Figure 1. Routing congestion map.
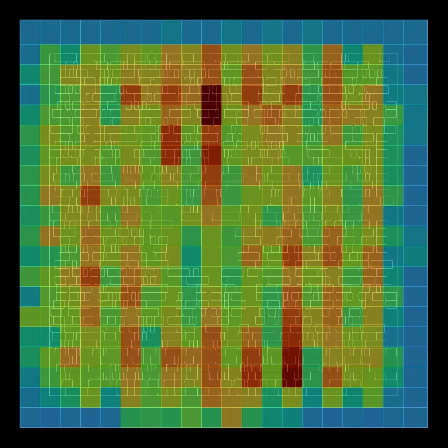
Figure 2. Placement by cell class.
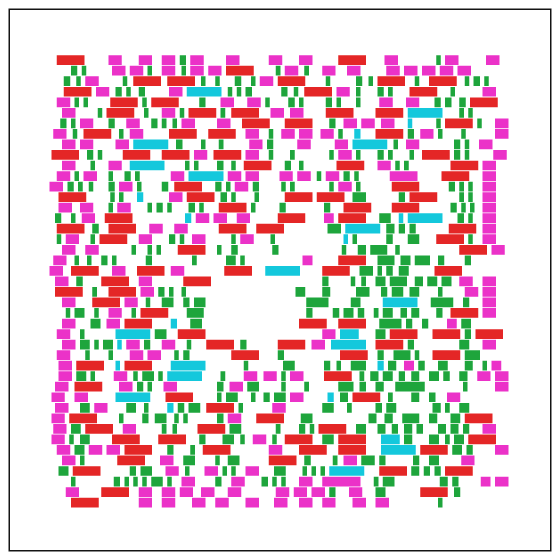
Figure 3. Wire density map.
Bar = 50 um. 28 x 28 tiles, from dark blue (low) to red (high), scaled to the fullest tile. Values are wire area over tile area, all layers added.
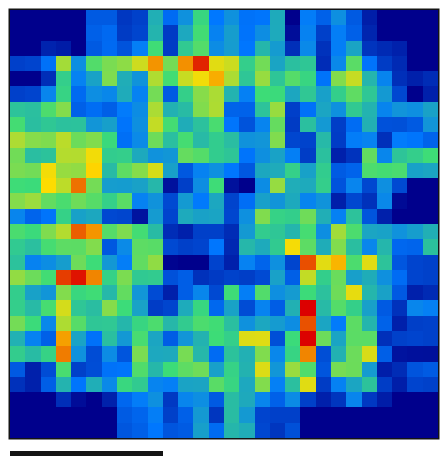
<file path="config.mk">
export PLATFORM = sky130hd
export DESIGN_NAME = wb_initiator_seq_flat
export DESIGN_NICKNAME = d
export VERILOG_FILES = /design/src/rtl/wb_initiator_seq_if.sv /design/src/rtl/wb_initiator_seq.sv /design/src/flat_wrapper.sv
export SDC_FILE = /design/constraint.sdc
export NUM_CORES = 1
export LEC_CHECK = 0
export CAP_MARGIN = 15
export CELL_PAD_IN_SITES_DETAIL_PLACEMENT = 1
export CELL_PAD_IN_SITES_GLOBAL_PLACEMENT = 1
export CORE_MARGIN = 10
export CORE_UTILIZATION = 32
export DETAILED_ROUTE_END_ITERATION = 10
export HOLD_SLACK_MARGIN = 0.02
export PLACE_DENSITY_LB_ADDON = 0.1
export SLEW_MARGIN = 5
export SYNTH_ARGS = -nofsm -noshare
export SYNTH_HDL_FRONTEND = slang
export SYNTH_SLANG_ARGS = --single-unit
export TNS_END_PERCENT = 30
</file>
<file path="constraint.sdc">
create_clock -name WB_CLK -period 6.23 [get_ports WB_CLK]
set_input_delay 0.623 -clock WB_CLK [delete_from_list [all_inputs] [get_ports WB_CLK]]
set_output_delay 0.623 -clock WB_CLK [all_outputs]
set_load 0.03 [all_outputs]
</file>
<file path="src/rtl/wb_initiator_seq_if.sv">
// rtl/wb_initiator_seq_if.sv - command/response streams and Wishbone bus bundle for wb_initiator_seq
//
// Purpose: groups every handshake and bus signal of the initiator so the
// harness and the initiator connect through one bundle.
// Modports:
//   master - the initiator: consumes commands, produces responses, drives WBs_*.
//   slave  - the environment: produces commands, consumes responses, answers
//            the Wishbone cycle (WBs_RD_DAT / WBs_ACK).
interface wb_initiator_seq_if #(
    parameter int ADDRWIDTH = 17,
    parameter int DATAWIDTH = 32
);
    logic                 cmd_valid;
    logic                 cmd_ready;
    logic                 cmd_we;
    logic [ADDRWIDTH-1:0] cmd_adr;
    logic [3:0]           cmd_byte_stb;
    logic [DATAWIDTH-1:0] cmd_wdat;

    logic                 rsp_valid;
    logic                 rsp_ready;
    logic [DATAWIDTH-1:0] rsp_rdat;
    logic                 rsp_timeout;

    logic [ADDRWIDTH-1:0] WBs_ADR;
    logic                 WBs_CYC;
    logic                 WBs_STB;
    logic                 WBs_WE;
    logic                 WBs_RD;
    logic [3:0]           WBs_BYTE_STB;
    logic [DATAWIDTH-1:0] WBs_WR_DAT;
    logic [DATAWIDTH-1:0] WBs_RD_DAT;
    logic                 WBs_ACK;

    modport master (
        input  cmd_valid, cmd_we, cmd_adr, cmd_byte_stb, cmd_wdat,
        output cmd_ready,
        output rsp_valid, rsp_rdat, rsp_timeout,
        input  rsp_ready,
        output WBs_ADR, WBs_CYC, WBs_STB, WBs_WE, WBs_RD, WBs_BYTE_STB, WBs_WR_DAT,
        input  WBs_RD_DAT, WBs_ACK
    );

    modport slave (
        output cmd_valid, cmd_we, cmd_adr, cmd_byte_stb, cmd_wdat,
        input  cmd_ready,
        input  rsp_valid, rsp_rdat, rsp_timeout,
        output rsp_ready,
        input  WBs_ADR, WBs_CYC, WBs_STB, WBs_WE, WBs_RD, WBs_BYTE_STB, WBs_WR_DAT,
        output WBs_RD_DAT, WBs_ACK
    );
endinterface

</file>
<file path="src/rtl/wb_initiator_seq.sv">
// rtl/wb_initiator_seq.sv - Wishbone initiator turning a command stream into single bus cycles
//
// Purpose: accepts one command at a time, runs a single Wishbone read or write
// cycle, and returns the read data (0 for writes) plus a timeout flag on the
// response stream. A client that never acknowledges is cut off after
// TIMEOUT_CYCLES strobe cycles and DEFAULT_READ_VALUE is returned instead.
// Ports:
//   WB_CLK        bus clock, all logic on the rising edge
//   WB_RST        synchronous active-high reset
//   bus           wb_initiator_seq_if.master (cmd_*, rsp_*, WBs_*)
//   timeout_count saturating count of cycles that ended by timeout
module wb_initiator_seq #(
    parameter int          ADDRWIDTH          = 17,
    parameter int          DATAWIDTH          = 32,
    parameter int          TIMEOUT_CYCLES     = 16,
    parameter int          TIMEOUT_CNTR_WIDTH = 5,
    parameter logic [31:0] DEFAULT_READ_VALUE = 32'hBAD_FAB_AC
) (
    input  logic                       WB_CLK,
    input  logic                       WB_RST,
    wb_initiator_seq_if.master         bus,
    output logic [15:0]                timeout_count
);

    typedef enum logic [1:0] {
        S_IDLE = 2'd0,
        S_BUS  = 2'd1,
        S_RESP = 2'd2
    } state_t;

    // Counter value seen on the last strobe cycle before forced termination.
    localparam logic [TIMEOUT_CNTR_WIDTH-1:0] WAIT_LAST = TIMEOUT_CNTR_WIDTH'(TIMEOUT_CYCLES - 1);
    localparam logic [DATAWIDTH-1:0]          DEF_RDAT  = DATAWIDTH'(DEFAULT_READ_VALUE);

    state_t                        state_q,         state_d;
    logic [TIMEOUT_CNTR_WIDTH-1:0] wait_cnt_q,      wait_cnt_d;
    logic                          cmd_ready_q,     cmd_ready_d;
    logic                          rsp_valid_q,     rsp_valid_d;
    logic [DATAWIDTH-1:0]          rsp_rdat_q,      rsp_rdat_d;
    logic                          rsp_timeout_q,   rsp_timeout_d;
    logic [ADDRWIDTH-1:0]          adr_q,           adr_d;
    logic                          cyc_q,           cyc_d;
    logic                          we_q,            we_d;
    logic                          rd_q,            rd_d;
    logic [3:0]                    byte_stb_q,      byte_stb_d;
    logic [DATAWIDTH-1:0]          wdat_q,          wdat_d;
    logic [15:0]                   timeout_count_q, timeout_count_d;

    always_comb begin
        state_d         = state_q;
        wait_cnt_d      = wait_cnt_q;
        cmd_ready_d     = cmd_ready_q;
        rsp_valid_d     = rsp_valid_q;
        rsp_rdat_d      = rsp_rdat_q;
        rsp_timeout_d   = rsp_timeout_q;
        adr_d           = adr_q;
        cyc_d           = cyc_q;
        we_d            = we_q;
        rd_d            = rd_q;
        byte_stb_d      = byte_stb_q;
        wdat_d          = wdat_q;
        timeout_count_d = timeout_count_q;

        case (state_q)
            S_IDLE: begin
                if (bus.cmd_valid && cmd_ready_q) begin
                    adr_d       = bus.cmd_adr;
                    byte_stb_d  = bus.cmd_byte_stb;
                    wdat_d      = bus.cmd_wdat;
                    we_d        = bus.cmd_we;
                    rd_d        = ~bus.cmd_we;
                    cyc_d       = 1'b1;
                    wait_cnt_d  = '0;
                    cmd_ready_d = 1'b0;
                    state_d     = S_BUS;
                end
            end

            S_BUS: begin
                // ACK is tested first so an acknowledge on the final allowed
                // cycle completes normally instead of being reported as a timeout.
                if (bus.WBs_ACK) begin
                    rsp_rdat_d    = we_q ? '0 : bus.WBs_RD_DAT;
                    rsp_timeout_d = 1'b0;
                    rsp_valid_d   = 1'b1;
                    cyc_d         = 1'b0;
                    we_d          = 1'b0;
                    rd_d          = 1'b0;
                    state_d       = S_RESP;
                end else if (wait_cnt_q == WAIT_LAST) begin
                    rsp_rdat_d    = we_q ? '0 : DEF_RDAT;
                    rsp_timeout_d = 1'b1;
                    rsp_valid_d   = 1'b1;
                    cyc_d         = 1'b0;
                    we_d          = 1'b0;
                    rd_d          = 1'b0;
                    state_d       = S_RESP;
                    if (timeout_count_q != 16'hFFFF) begin
                        timeout_count_d = timeout_count_q + 16'd1;
                    end
                end else begin
                    wait_cnt_d = wait_cnt_q + TIMEOUT_CNTR_WIDTH'(1);
                end
            end

            S_RESP: begin
                if (bus.rsp_ready) begin
                    rsp_valid_d = 1'b0;
                    cmd_ready_d = 1'b1;
                    state_d     = S_IDLE;
                end
            end

            default: begin
                state_d = S_IDLE;
            end
        endcase
    end

    always_ff @(posedge WB_CLK) begin
        if (WB_RST) begin
            state_q         <= S_IDLE;
            wait_cnt_q      <= '0;
            cmd_ready_q     <= 1'b1;
            rsp_valid_q     <= 1'b0;
            rsp_rdat_q      <= '0;
            rsp_timeout_q   <= 1'b0;
            adr_q           <= '0;
            cyc_q           <= 1'b0;
            we_q            <= 1'b0;
            rd_q            <= 1'b0;
            byte_stb_q      <= '0;
            wdat_q          <= '0;
            timeout_count_q <= '0;
        end else begin
            state_q         <= state_d;
            wait_cnt_q      <= wait_cnt_d;
            cmd_ready_q     <= cmd_ready_d;
            rsp_valid_q     <= rsp_valid_d;
            rsp_rdat_q      <= rsp_rdat_d;
            rsp_timeout_q   <= rsp_timeout_d;
            adr_q           <= adr_d;
            cyc_q           <= cyc_d;
            we_q            <= we_d;
            rd_q            <= rd_d;
            byte_stb_q      <= byte_stb_d;
            wdat_q          <= wdat_d;
            timeout_count_q <= timeout_count_d;
        end
    end

    // Single cycles only, so STB always tracks CYC.
    assign bus.cmd_ready    = cmd_ready_q;
    assign bus.rsp_valid    = rsp_valid_q;
    assign bus.rsp_rdat     = rsp_rdat_q;
    assign bus.rsp_timeout  = rsp_timeout_q;
    assign bus.WBs_ADR      = adr_q;
    assign bus.WBs_CYC      = cyc_q;
    assign bus.WBs_STB      = cyc_q;
    assign bus.WBs_WE       = we_q;
    assign bus.WBs_RD       = rd_q;
    assign bus.WBs_BYTE_STB = byte_stb_q;
    assign bus.WBs_WR_DAT   = wdat_q;
    assign timeout_count    = timeout_count_q;

endmodule

</file>
<file path="src/flat_wrapper.sv">
// flat-port wrapper written by rule: the top's interface ports become plain ports
module wb_initiator_seq_flat 
#(
    parameter int          ADDRWIDTH          = 17,
    parameter int          DATAWIDTH          = 32,
    parameter int          TIMEOUT_CYCLES     = 16,
    parameter int          TIMEOUT_CNTR_WIDTH = 5,
    parameter logic [31:0] DEFAULT_READ_VALUE = 32'hBAD_FAB_AC
)
  (WB_CLK, WB_RST, timeout_count, bus_cmd_valid, bus_cmd_we, bus_cmd_adr, bus_cmd_byte_stb, bus_cmd_wdat, bus_cmd_ready, bus_rsp_valid, bus_rsp_rdat, bus_rsp_timeout, bus_rsp_ready, bus_WBs_ADR, bus_WBs_CYC, bus_WBs_STB, bus_WBs_WE, bus_WBs_RD, bus_WBs_BYTE_STB, bus_WBs_WR_DAT, bus_WBs_RD_DAT, bus_WBs_ACK);
  wb_initiator_seq_if #(.ADDRWIDTH(ADDRWIDTH), .DATAWIDTH(DATAWIDTH)) bus_i ();
  input  logic WB_CLK;
  input  logic WB_RST;
  output logic [15:0] timeout_count;
  input wire logic [$bits(bus_i.cmd_valid)-1:0] bus_cmd_valid;
  input wire logic [$bits(bus_i.cmd_we)-1:0] bus_cmd_we;
  input wire logic [$bits(bus_i.cmd_adr)-1:0] bus_cmd_adr;
  input wire logic [$bits(bus_i.cmd_byte_stb)-1:0] bus_cmd_byte_stb;
  input wire logic [$bits(bus_i.cmd_wdat)-1:0] bus_cmd_wdat;
  output wire logic [$bits(bus_i.cmd_ready)-1:0] bus_cmd_ready;
  output wire logic [$bits(bus_i.rsp_valid)-1:0] bus_rsp_valid;
  output wire logic [$bits(bus_i.rsp_rdat)-1:0] bus_rsp_rdat;
  output wire logic [$bits(bus_i.rsp_timeout)-1:0] bus_rsp_timeout;
  input wire logic [$bits(bus_i.rsp_ready)-1:0] bus_rsp_ready;
  output wire logic [$bits(bus_i.WBs_ADR)-1:0] bus_WBs_ADR;
  output wire logic [$bits(bus_i.WBs_CYC)-1:0] bus_WBs_CYC;
  output wire logic [$bits(bus_i.WBs_STB)-1:0] bus_WBs_STB;
  output wire logic [$bits(bus_i.WBs_WE)-1:0] bus_WBs_WE;
  output wire logic [$bits(bus_i.WBs_RD)-1:0] bus_WBs_RD;
  output wire logic [$bits(bus_i.WBs_BYTE_STB)-1:0] bus_WBs_BYTE_STB;
  output wire logic [$bits(bus_i.WBs_WR_DAT)-1:0] bus_WBs_WR_DAT;
  input wire logic [$bits(bus_i.WBs_RD_DAT)-1:0] bus_WBs_RD_DAT;
  input wire logic [$bits(bus_i.WBs_ACK)-1:0] bus_WBs_ACK;
  assign bus_i.cmd_valid = bus_cmd_valid;
  assign bus_i.cmd_we = bus_cmd_we;
  assign bus_i.cmd_adr = bus_cmd_adr;
  assign bus_i.cmd_byte_stb = bus_cmd_byte_stb;
  assign bus_i.cmd_wdat = bus_cmd_wdat;
  assign bus_cmd_ready = bus_i.cmd_ready;
  assign bus_rsp_valid = bus_i.rsp_valid;
  assign bus_rsp_rdat = bus_i.rsp_rdat;
  assign bus_rsp_timeout = bus_i.rsp_timeout;
  assign bus_i.rsp_ready = bus_rsp_ready;
  assign bus_WBs_ADR = bus_i.WBs_ADR;
  assign bus_WBs_CYC = bus_i.WBs_CYC;
  assign bus_WBs_STB = bus_i.WBs_STB;
  assign bus_WBs_WE = bus_i.WBs_WE;
  assign bus_WBs_RD = bus_i.WBs_RD;
  assign bus_WBs_BYTE_STB = bus_i.WBs_BYTE_STB;
  assign bus_WBs_WR_DAT = bus_i.WBs_WR_DAT;
  assign bus_i.WBs_RD_DAT = bus_WBs_RD_DAT;
  assign bus_i.WBs_ACK = bus_WBs_ACK;
  wb_initiator_seq #(.ADDRWIDTH(ADDRWIDTH), .DATAWIDTH(DATAWIDTH), .TIMEOUT_CYCLES(TIMEOUT_CYCLES), .TIMEOUT_CNTR_WIDTH(TIMEOUT_CNTR_WIDTH), .DEFAULT_READ_VALUE(DEFAULT_READ_VALUE)) u_core (.WB_CLK(WB_CLK), .WB_RST(WB_RST), .bus(bus_i), .timeout_count(timeout_count));
endmodule
</file>
==> run notes <==
Observations from the implementation run.

Timing:
- Setup violations remaining at the end of the flow were counted as 0.
- Setup repair after global routing left no endpoint under its margin.
- The run puts the top achievable clock speed at 360 MHz.
- Across all hold checks on the routed design, the worst slack comes to 0.449 ns.
- Setup total negative slack on the finished layout was measured at 0 ns.
- The run puts the post-layout minimum cycle time at 2.78 ns.

Synth:
- By instance count, the leading cell after synthesis is sky130_fd_sc_hd__nand2_1.
- Of all cell types, the one taking the most synthesized area is sky130_fd_sc_hd__dfxtp_1.
- The run puts the yosys-reported design area after synthesis at 0.00456 mm2.
- The run puts the basic-gate share of the synthesized area counting and, or, nand and nor cells at 21.3%.
- The run gives the main flop type as sky130_fd_sc_hd__dfxtp_1.
- Ranked by instance count, the synthesized netlist is headed by sky130_fd_sc_hd__nand2_1, sky130_fd_sc_hd__dfxtp_1, sky130_fd_sc_hd__a21oi_1.
- Ranked by total cell area, the synthesized netlist is headed by sky130_fd_sc_hd__dfxtp_1, sky130_fd_sc_hd__nand2_1, sky130_fd_sc_hd__a21oi_1.
- Summing the areas of all compound-gate instances in the mapped netlist gives 19.7% of the synthesized area.

Critical path:
- The run gives the highest fanout seen on the critical path as 24.
- The run puts the worst reg-to-reg setup slack at 3.86 ns.
- In this run the critical register-to-register path is captured at u_core.timeout_count[15]$_SDFFE_PP0P_.
- STA classifies the critical path endpoint as an output pin.
- For reference, the critical path is launched at u_core.bus.WBs_WE$_SDFFE_PP0P_.
- For this design, the slowest cell found on the critical path is sky130_fd_sc_hd__dfxtp_1.
- The run gives the depth of the critical timing path with buffers and inverters included as 1.
- The run gives the worst setup path category as register to output pin.

Worst hold path:
- Per the hold report, the tightest min-delay path originates at WB_RST.
- The type recorded for the worst min-delay path is primary input to register.

Finish:
- The run puts the sequential cell count at 114.
- The run gives the register area as 0.00228 mm2.
- The run gives the number of cells in the finished layout apart from fillers as 929.
- The run gives the number of inserted filler cells in the final layout as 1608.
- The run gives the footprint of the multi-input gates as 0.00204 mm2.

Status:
- The flow ran to the end, and the final reports show no timing, DRC or antenna violations.

Pwr:
- The run puts the fraction of power consumed by sequential logic at 40.4%.
- The internal power of the cells totals 1.44 mW.
- The run gives the switching power share of the total as 26.7%.
- The run gives the clock group power as 0.839 mW.
- The run puts the power density of the placed cells at 272 mW/mm2.
- The run puts the maximum vdd ir drop at 0.172 mV.

Die:
- The run gives the die extent in x as 139 um.
- The run gives the die height as 139 um.

Clock network:
- For this design, the CTS-stage hold fixing added 0 buffers.
- Looking at the post-CTS report, the setup buffer insertion count equals 0.
- TritonCTS built the clock tree.

Global route:
- Entering global routing, the biggest net connects 110 pins.

Route:
- The run gives the post-route met1 wirelength as 6.41 mm.
- The run puts the routed length on met2 at 8.24 mm.
About Figure 1:
grt peak-use layer: met2
final core occ: 51.7%
All-Layer GR Usage: 16.4%
grt met1 use: 16.6%

About Figure 2:
remaining logic cells: marked green, cells 399, share of their area 30%. clock drivers and dummy loads: marked cyan, cells 31, share of their area 7.3%. remaining buffers and delay cells: marked magenta, cells 205, share of their area 30%. registers: marked red, cells 114, share of their area 33%.
area of all placed cells without fillers: 0.00721 mm2
Seq area share: 31.7%
Core Region: 0.0139 mm2

About Figure 3:
22% of the tiles are over half the peak. 10% of the tiles are nearly empty. The densest ninth of the die: middle left. The fullest tile reaches 0.42. The mean over all tiles is 0.14.
routed wirelength normalized by instance count: 17.7 um
total detailed-routing wirelength: 16.4 mm
vias after detailed routing: 4626

No activity file was given, so power comes from the tool's default toggle rates.
